===== config.mk =====
export PLATFORM = sky130hd
export DESIGN_NAME = fetch_stage
export DESIGN_NICKNAME = d
export VERILOG_FILES = /design/src/rtl/riscv_pkg.sv /design/src/rtl/fetch_fifo.sv /design/src/rtl/fetch_stage.sv
export SDC_FILE = /design/constraint.sdc
export NUM_CORES = 1
export LEC_CHECK = 0
export CAP_MARGIN = 30
export CORE_ASPECT_RATIO = 1.5
export CORE_MARGIN = 4
export CORE_UTILIZATION = 51
export DETAILED_ROUTE_END_ITERATION = 8
export HOLD_SLACK_MARGIN = 0.02
export PLACE_DENSITY = 0.74
export SETUP_SLACK_MARGIN = 0.3
export SKIP_LAST_GASP = 1
export SLEW_MARGIN = 20
export SYNTH_ARGS = -nofsm -noshare
export SYNTH_HDL_FRONTEND = slang
export SYNTH_SLANG_ARGS = --single-unit

===== constraint.sdc =====
create_clock -name i_clk -period 3.32 [get_ports i_clk]
set_clock_uncertainty 0.15 [all_clocks]
set_input_delay 0.664 -clock i_clk [delete_from_list [all_inputs] [get_ports i_clk]]
set_output_delay 0.664 -clock i_clk [all_outputs]
set_load 0.01 [all_outputs]

===== src/rtl/riscv_pkg.sv =====
// Shared definitions for the RISC-V core front end: word widths, the NOP
// encoding and the {instr, pc} entry carried between fetch and decode.
package riscv_pkg;

    localparam int XLEN    = 32;
    localparam int INSTR_W = 32;

    // addi x0, x0, 0
    localparam logic [INSTR_W-1:0] NOP = 32'h0000_0013;

    typedef struct packed {
        logic [INSTR_W-1:0] instr;
        logic [XLEN-1:0]    pc;
    } fetch_entry_t;

endpackage


===== src/rtl/fetch_fifo.sv =====
// Small synchronous FIFO holding fetched instructions until decode takes them.
// A flush empties it in one cycle; flush wins over a push or pop that cycle.
// DEPTH must be a power of two so the pointers wrap on their own.
module fetch_fifo
    import riscv_pkg::*;
#(
    parameter int  DEPTH = 4,
    parameter type T     = fetch_entry_t
) (
    input  logic                         i_clk,
    input  logic                         i_reset,
    input  logic                         i_flush,
    input  logic                         i_push,
    input  T                             i_push_data,
    input  logic                         i_pop,
    output T                             o_head,
    output logic [$clog2(DEPTH+1)-1:0]   o_count
);

    localparam int PTR_W = $clog2(DEPTH);
    localparam int CNT_W = $clog2(DEPTH + 1);

    T                 r_mem [DEPTH];
    logic [PTR_W-1:0] r_wr_ptr;
    logic [PTR_W-1:0] r_rd_ptr;
    logic [CNT_W-1:0] r_count;

    logic w_push;
    logic w_pop;
    logic w_full;
    logic w_empty;

    assign w_full  = (r_count == CNT_W'(DEPTH));
    assign w_empty = (r_count == '0);

    // The upstream credit scheme never pushes into a full FIFO; the full
    // guard only keeps the pointers coherent if that were ever violated.
    assign w_push = i_push && !i_flush && !w_full;
    assign w_pop  = i_pop  && !i_flush && !w_empty;

    // Pointer and occupancy bookkeeping; reset and flush both empty the FIFO.
    always_ff @(posedge i_clk) begin
        if (i_reset || i_flush) begin
            r_wr_ptr <= '0;
            r_rd_ptr <= '0;
            r_count  <= '0;
        end else begin
            if (w_push) begin
                r_wr_ptr <= r_wr_ptr + 1'b1;
            end
            if (w_pop) begin
                r_rd_ptr <= r_rd_ptr + 1'b1;
            end
            case ({w_push, w_pop})
                2'b10:   r_count <= r_count + 1'b1;
                2'b01:   r_count <= r_count - 1'b1;
                default: r_count <= r_count;
            endcase
        end
    end

    // Entry storage; contents need no reset because r_count gates validity.
    always_ff @(posedge i_clk) begin
        if (w_push) begin
            r_mem[r_wr_ptr] <= i_push_data;
        end
    end

    assign o_head  = r_mem[r_rd_ptr];
    assign o_count = r_count;

endmodule


===== src/rtl/fetch_stage.sv =====
// Instruction fetch stage: owns the PC, issues reads to a one-cycle
// registered instruction memory, buffers responses with their PCs and hands
// them to decode over valid/ready. A redirect flushes everything in flight.
module fetch_stage
    import riscv_pkg::*;
#(
    parameter int              XLEN     = riscv_pkg::XLEN,
    parameter int              ADDR_W   = 8,
    parameter int              DEPTH    = 4,
    parameter logic [XLEN-1:0] RESET_PC = '0
) (
    input  logic               i_clk,
    input  logic               i_reset,
    output logic               o_imem_req,
    output logic [ADDR_W-1:0]  o_imem_addr,
    input  logic [INSTR_W-1:0] i_imem_data,
    input  logic               i_redirect,
    input  logic [XLEN-1:0]    i_redirect_pc,
    output logic               o_valid,
    input  logic               i_ready,
    output logic [INSTR_W-1:0] o_instr,
    output logic [XLEN-1:0]    o_pc
);

    localparam int CNT_W = $clog2(DEPTH + 1);
    localparam int CRD_W = CNT_W + 1;

    typedef struct packed {
        logic [INSTR_W-1:0] instr;
        logic [XLEN-1:0]    pc;
    } entry_t;

    logic [XLEN-1:0]  r_fetch_pc;
    logic             r_inflight;
    logic [XLEN-1:0]  r_inflight_pc;

    logic [CNT_W-1:0] w_count;
    logic [CRD_W-1:0] w_credit;
    logic             w_valid;
    logic             w_pop;
    logic             w_push;
    logic             w_req;
    logic [XLEN-1:0]  w_redirect_pc;
    logic [1:0]       w_unused_pc_lsbs;
    entry_t           w_push_entry;
    entry_t           w_head;

    assign w_valid = (w_count != '0);
    assign w_pop   = w_valid && i_ready;

    // Slots that will be committed after this cycle: buffered entries minus the
    // one decode is taking now, plus the response still coming back. Counting
    // the pop lets a two-deep FIFO keep one fetch per cycle flowing.
    assign w_credit = CRD_W'(w_count) - CRD_W'(w_pop) + CRD_W'(r_inflight);

    assign w_req = !i_reset && !i_redirect && (w_credit < CRD_W'(DEPTH));

    // A response is only meaningful if nothing flushed it this cycle; the
    // FIFO's own flush input drops it on redirect.
    assign w_push = r_inflight;

    assign w_redirect_pc    = {i_redirect_pc[XLEN-1:2], 2'b00};
    assign w_unused_pc_lsbs = i_redirect_pc[1:0];

    assign w_push_entry.instr = i_imem_data;
    assign w_push_entry.pc    = r_inflight_pc;

    // Fetch PC and in-flight tracking: reset, then redirect, then normal issue.
    always_ff @(posedge i_clk) begin
        if (i_reset) begin
            r_fetch_pc    <= RESET_PC;
            r_inflight    <= 1'b0;
            r_inflight_pc <= '0;
        end else if (i_redirect) begin
            r_fetch_pc    <= w_redirect_pc;
            r_inflight    <= 1'b0;
        end else begin
            r_inflight <= w_req;
            if (w_req) begin
                r_inflight_pc <= r_fetch_pc;
                r_fetch_pc    <= r_fetch_pc + XLEN'(4);
            end
        end
    end

    fetch_fifo #(
        .DEPTH (DEPTH),
        .T     (entry_t)
    ) u_fifo (
        .i_clk       (i_clk),
        .i_reset     (i_reset),
        .i_flush     (i_redirect),
        .i_push      (w_push),
        .i_push_data (w_push_entry),
        .i_pop       (w_pop),
        .o_head      (w_head),
        .o_count     (w_count)
    );

    assign o_imem_req  = w_req;
    assign o_imem_addr = r_fetch_pc[ADDR_W+1:2];
    assign o_valid     = w_valid;
    assign o_instr     = w_valid ? w_head.instr : '0;
    assign o_pc        = w_valid ? w_head.pc    : '0;

endmodule


run_1/m2.png
Drawn at 2 px/um.
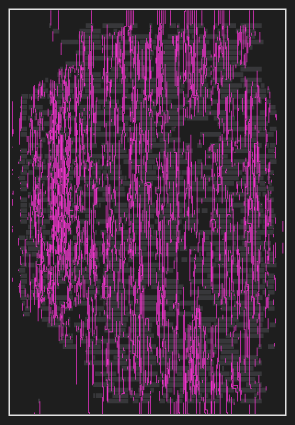
wire length on this layer: 13500 um
share of all routed wire: 53%
longest straight run: 80.8 um

run_1/clock_nets.png
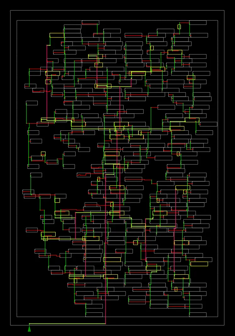
TritonCTS Sinks: 318
CTS buffer count: 29
clock buffers: 36

run_1/class_map.png
Drawn at 2 px/um. Fill, decap, tap and diode cells in grey.
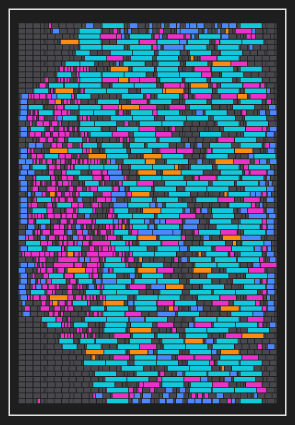
legend:
  orange:
    class: clock drivers and dummy loads
    cells: 53
  blue:
    class: remaining buffers and delay cells
    cells: 200
  magenta:
    class: remaining logic cells
    cells: 445
  cyan:
    class: registers
    cells: 318

==> Slide: Implementation Results, run 1 <==
Synthesis and Place & Route Summary

Setup path
  – R2r setup slk: 0.40 ns
  – Reg-to-reg endpoint: r_fetch_pc[25]
  – Worst-path fanout max: 3
  – Critical path type: reg -> out
  – Crit path capture type: output port
  – Crit path DRT: 2.51 ns
  – R2R depth: 11
  – Worst-path cell chain: nor3_4, nor2b_1, ha_2, inv_2, ha_4, and3b_2, nor4_4, o21ai_2, inv_2, buf_6

Power and ir drop
  – Highest-power group: sequential cells
  – Sequential power share: 0.554
  – P_comb: 0.357 mW
  – Clock power share: 0.401
  – Psw: 1.60 mW

Logic synthesis
  – Avg Cell Area, Syn: 15.7 um^2
  – Area share, top type: 0.580
  – Post-synth ARST share: 0
  – Synth warnings: 0
  – Count leader, synth: edfxtp_1
  – Top cells, area: edfxtp_1 58%, dfxtp_1 11%, mux4_2 11%, nor2b_1 3.1%, nand2_1 2.1%
  – Number of synthesized register bits: ~320
  – Yosys cell count: 820
  – Main synth FF type: edfxtp_1
  – Gate Count Post-Synth: 820
  – Synth cell count leaders: 248 x edfxtp_1, 73 x nand2_1, 70 x dfxtp_1
  – Synth cell types: 57

Layout
  – Flops: 318
  – Final core occ: 0.648
  – Logic inverters: 19
  – Comb/total area: 0.234
  – Clk tree area frac: 0.0581
  – Most frequent logic cell in the layout: edfxtp_1
  – Fill cells: 1779
  – MI comb cells: between 400 and 500
  – Non-clk buf share: 0.122
  – Logic area: between 0.003 and 0.004 mm^2

STA
  – Slew Viols, Final: 0
  – Shortest period the worst path allows: 3.18 ns
  – Worst setup margin: 0.135 ns
  – # setup viols final: 0
  – Final Hold Viols: 0
  – Least-Margin Pin Slew: 0.643 ns
  – Setup TNS: 0 ns

Clock tree
  – CTS H-tree depth: 1
  – CTS tree: built
  – Post-CTS resize count: 124

Routing
  – Final wirelength: 25.6 mm
  – Vias: 7404
  – Pre-antenna DRT Iters: 4
  – DR WL/cell: 19.1 um

Worst hold path
  – Hold path cells: 0
  – Min-Delay Endpoint: u_fifo.r_mem[3][15]

Placement
  – PortBufs: 137
  – DP HPWL: ~15 mm
  – Placed cell count: 1255

Global routing
  – Total track usage: 0.183
  – Largest net degree at the start of global routing: 65
  – First-pass GRT wire length: between 40 and 50 mm
  – Overflow after GRT: 0

Status
  – Status: finished clean

Floorplan
  – I/O Pins: 142

Job
  – Max Cap Viol: 0
  – Tool warnings: 34
==> run 1: logic make-up after synthesis <==
group | share of synthesized area
compound gates | 0.0540
xor+xnor | 0.0157
fa+ha+maj | 0.0103
buf+inv | 0.0264
flops | 0.689
mux | 0.110
other cells | 0.000292
simple gates | 0.0935
==> run 1: worst max path at each step <==
stage	endpoint	slack, ns
2_1_floorplan	o_imem_req	0.02
3_3_place_gp	o_imem_req	-0.56
3_5_place_dp	o_imem_req	-0.57
4_1_cts	o_imem_req	0.08
5_1_grt	o_imem_req	0.03
6_report	o_imem_req	0.14
--- run 2 (diff from run 1) ---
--- a/config.mk
+++ b/config.mk
@@ -5,13 +5,12 @@
 export SDC_FILE = /design/constraint.sdc
 export NUM_CORES = 1
 export LEC_CHECK = 0
-export CAP_MARGIN = 30
 export CORE_ASPECT_RATIO = 1.5
 export CORE_MARGIN = 4
-export CORE_UTILIZATION = 51
+export CORE_UTILIZATION = 56
 export DETAILED_ROUTE_END_ITERATION = 8
 export HOLD_SLACK_MARGIN = 0.02
-export PLACE_DENSITY = 0.74
+export PLACE_DENSITY = 0.77
 export SETUP_SLACK_MARGIN = 0.3
 export SKIP_LAST_GASP = 1
 export SLEW_MARGIN = 20
==> constraint.sdc (replaced) <==
create_clock -name i_clk -period 3.27 [get_ports i_clk]
set_clock_uncertainty 0.15 [all_clocks]
set_input_delay 0.654 -clock i_clk [delete_from_list [all_inputs] [get_ports i_clk]]
set_output_delay 0.654 -clock i_clk [all_outputs]
set_load 0.01 [all_outputs]
run_2/class_map.png
Drawn at 2 px/um. Fill, decap, tap and diode cells in grey.
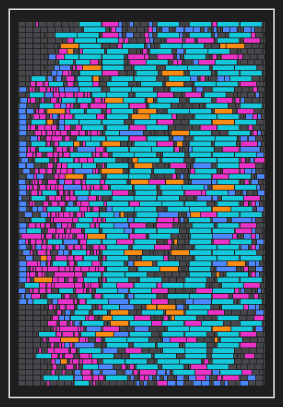
legend:
  orange:
    class: clock drivers and dummy loads
    cells: 52
  blue:
    class: remaining buffers and delay cells
    cells: 208
  magenta:
    class: remaining logic cells
    cells: 445
  cyan:
    class: registers
    cells: 318
final core occ: 0.738
flop share of the area: 0.535
Rows: 67
Core Region: 0.0225 mm^2

==> Slide: Implementation Results, run 2 <==
Synthesis and Place & Route Summary

Power and ir drop
  – Psw: 1.72 mW
  – Clock power share: 0.418
  – Sequential power share: 0.531
  – P_comb: about 0.43 mW

Layout
  – Flops: approximately 320
  – Clk tree area frac: 0.0618
  – Most frequent logic cell in the layout: edfxtp_1
  – Comb/total area: 0.249

Clock tree
  – CTS tree: built
  – CTS buffer count: 28
  – TritonCTS Sinks: 318

Logic synthesis
  – Number of synthesized register bits: 318
  – Largest family of logic cells by area: multiplexers
  – Area share, top type: 0.580
  – Synth cell count leaders: 248 x edfxtp_1, 73 x nand2_1, 70 x dfxtp_1
  – Top cells, area: edfxtp_1 58%, dfxtp_1 11%, mux4_2 11%, nor2b_1 3.1%, nand2_1 2.1%
  – Count leader, synth: edfxtp_1
  – Main synth FF type: edfxtp_1
  – Multiplexer share: 0.110
  – Post-synth ARST share: 0
  – Synth cell types: 57
  – Yosys cell count: ~820
  – Simple share: 0.0935
  – Gate Count Post-Synth: between 800 and 900

Global routing
  – Total track usage: 0.200
  – Overflow after GRT: 0

Setup path
  – Crit path DRT: approximately 2.5 ns
  – Reg-to-reg endpoint: r_inflight_pc[19]
  – R2R depth: 19
  – Worst-path fanout max: 3
  – Critical path type: reg -> out

Placement
  – Placed cell count: 1203
  – PortBufs: 137

STA
  – Setup TNS: 0 ns
  – Slew Viols, Final: 0
  – Shortest period the worst path allows: 3.23 ns
  – Worst setup margin: about 0.038 ns

Status
  – Status: finished clean

Job
  – Tool warnings: 34
==> run 2: how the worst min path moves through the flow <==
stage,endpoint,slack [ns],cells past startpoint
3_5_place_dp,r_inflight_pc[31],0.33,2
6_report,r_inflight_pc[25],0.35,2
5_1_grt,r_inflight_pc[31],0.36,2
3_3_place_gp,r_inflight_pc[31],0.32,2
4_1_cts,r_inflight_pc[31],0.34,2
2_1_floorplan,r_inflight_pc[31],0.29,2
==> run 2: per-layer routing <==
metal / vias up / wire length [um] / global-route usage
met2: 236 / 15300 / 0.370
met4: 0 / 705 / 0.0673
met5: - / 0 / 0
li1: 3497 / - / -
met1: 3849 / 11000 / 0.243
met3: 45 / 1120 / 0.0262
--- run 3 (diff from run 2) ---
--- a/config.mk
+++ b/config.mk
@@ -6,7 +6,7 @@
 export NUM_CORES = 1
 export LEC_CHECK = 0
 export CORE_ASPECT_RATIO = 1.5
-export CORE_MARGIN = 4
+export CORE_MARGIN = 3
 export CORE_UTILIZATION = 56
 export DETAILED_ROUTE_END_ITERATION = 8
 export HOLD_SLACK_MARGIN = 0.02
run_3/m2.png
Drawn at 2 px/um.
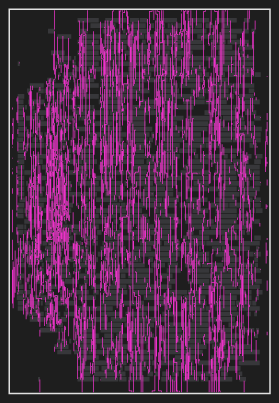
wire length on this layer: 13500 um
share of all routed wire: 53%
longest straight run: 61.9 um
final wirelength: 25.3 mm
GR Util met2: 0.365
Vias: 7351

==> Slide: Implementation Results, run 3 <==
Synthesis and Place & Route Summary

Routing
  – WL met3: approximately 1.1 mm
  – Metal-1 WL: 9.96 mm
  – Met2 WL: ~13 mm
  – DR WL/cell: 19.6 um
  – Highest Signal Layer: met4
  – Pre-antenna DRT Iters: 4

Layout
  – Logic inverters: 19
  – Most frequent logic cell in the layout: edfxtp_1
  – Fill cells: 1466
  – Clk tree area frac: 0.0585
  – Top cells excl fill/tap: 248 x edfxtp_1, 73 x nand2_1, 72 x clkdlybuf4s50_1
  – Flop share of the area: 0.553
  – MI comb cells: approximately 430
  – Flops: 318
  – Logic area: 0.00378 mm^2
  – Clock buffers: 43
  – Non-clk buf share: 0.126

Setup path
  – R2r setup slk: 0.27 ns
  – Worst-path fanout max: 3
  – R2R depth: 12
  – Crit path DRT: around 2.5 ns
  – Crit path capture type: output port
  – Reg-to-reg endpoint: r_fetch_pc[25]
  – Worst setup path endpoint: o_imem_req
  – Worst-path cell chain: nor3_4, nor2b_1, ha_2, inv_2, ha_4, and3b_2, o21a_1, o21ai_2, inv_2, buf_6

Placement
  – Placed cell count: 1208
  – DP HPWL: ~15 mm
  – PortBufs: around 140

Floorplan
  – Rows: 67
  – Core Region: ~0.022 mm^2
  – I/O Pins: 142

Global routing
  – Total track usage: 0.205
  – Global routing's busiest layer: met2
  – Vias in the first global route: 7645
  – GR Layer Usage met1: 0.261
  – Largest net degree at the start of global routing: 65
  – First-pass GRT wire length: between 40 and 50 mm
  – Met3 GRT Util: 0.0257

Power and ir drop
  – Sequential power share: 0.550
  – P_comb: 0.367 mW
  – Clock power share: 0.405

Job
  – Max Cap Viol: 0
  – Tool warnings: 34

Logic synthesis
  – Top cells, area: edfxtp_1 58%, dfxtp_1 11%, mux4_2 11%, nor2b_1 3.1%, nand2_1 2.1%
  – Main synth FF type: edfxtp_1
  – Yosys cell count: roughly 800
  – Gate Count Post-Synth: ~820
  – Synth warnings: 0
  – Number of synthesized register bits: between 300 and 400
  – Synth cell types: 57
  – Area share, top type: 0.580
  – Synth cell count leaders: 248 x edfxtp_1, 73 x nand2_1, 70 x dfxtp_1

STA
  – Final Hold Viols: 0
  – Slew Viols, Final: 0
  – Least-Margin Pin Slew: 0.568 ns
  – # setup viols final: 0
  – Shortest period the worst path allows: 3.15 ns

Clock tree
  – CTS H-tree depth: 1
  – CTS buffer count: 28
  – Post-CTS resize count: 151

Worst hold path
  – Hold path cells: 2

Status
  – Status: finished clean
run 3: kinds of logic after synthesis:
logic type      count (synthesis)  synth area share
buf+inv                        77            0.0264
compound gates                 98            0.0540
xor+xnor                       23            0.0157
other cells                     1          0.000292
mux                            64             0.110
fa+ha+maj                      10            0.0103
simple gates                  229            0.0935
flops                         318             0.689
run 3: per-stage QoR:
stage	util	worst slack (ns)	setup TNS (ns)	power (mW)
detailed placement	0.653	-0.670	-9.48	4.92
finish	0.713	0.125	0	8.13
CTS	0.701	0.0354	0	8.20
global placement	0.653	-0.659	-7.96	4.91
global route	0.713	0.0139	0	8.39
floorplan	-	-0.0240	-0.0240	4.73
Power figures rest on the tool's default switching activity, not on a simulated workload.
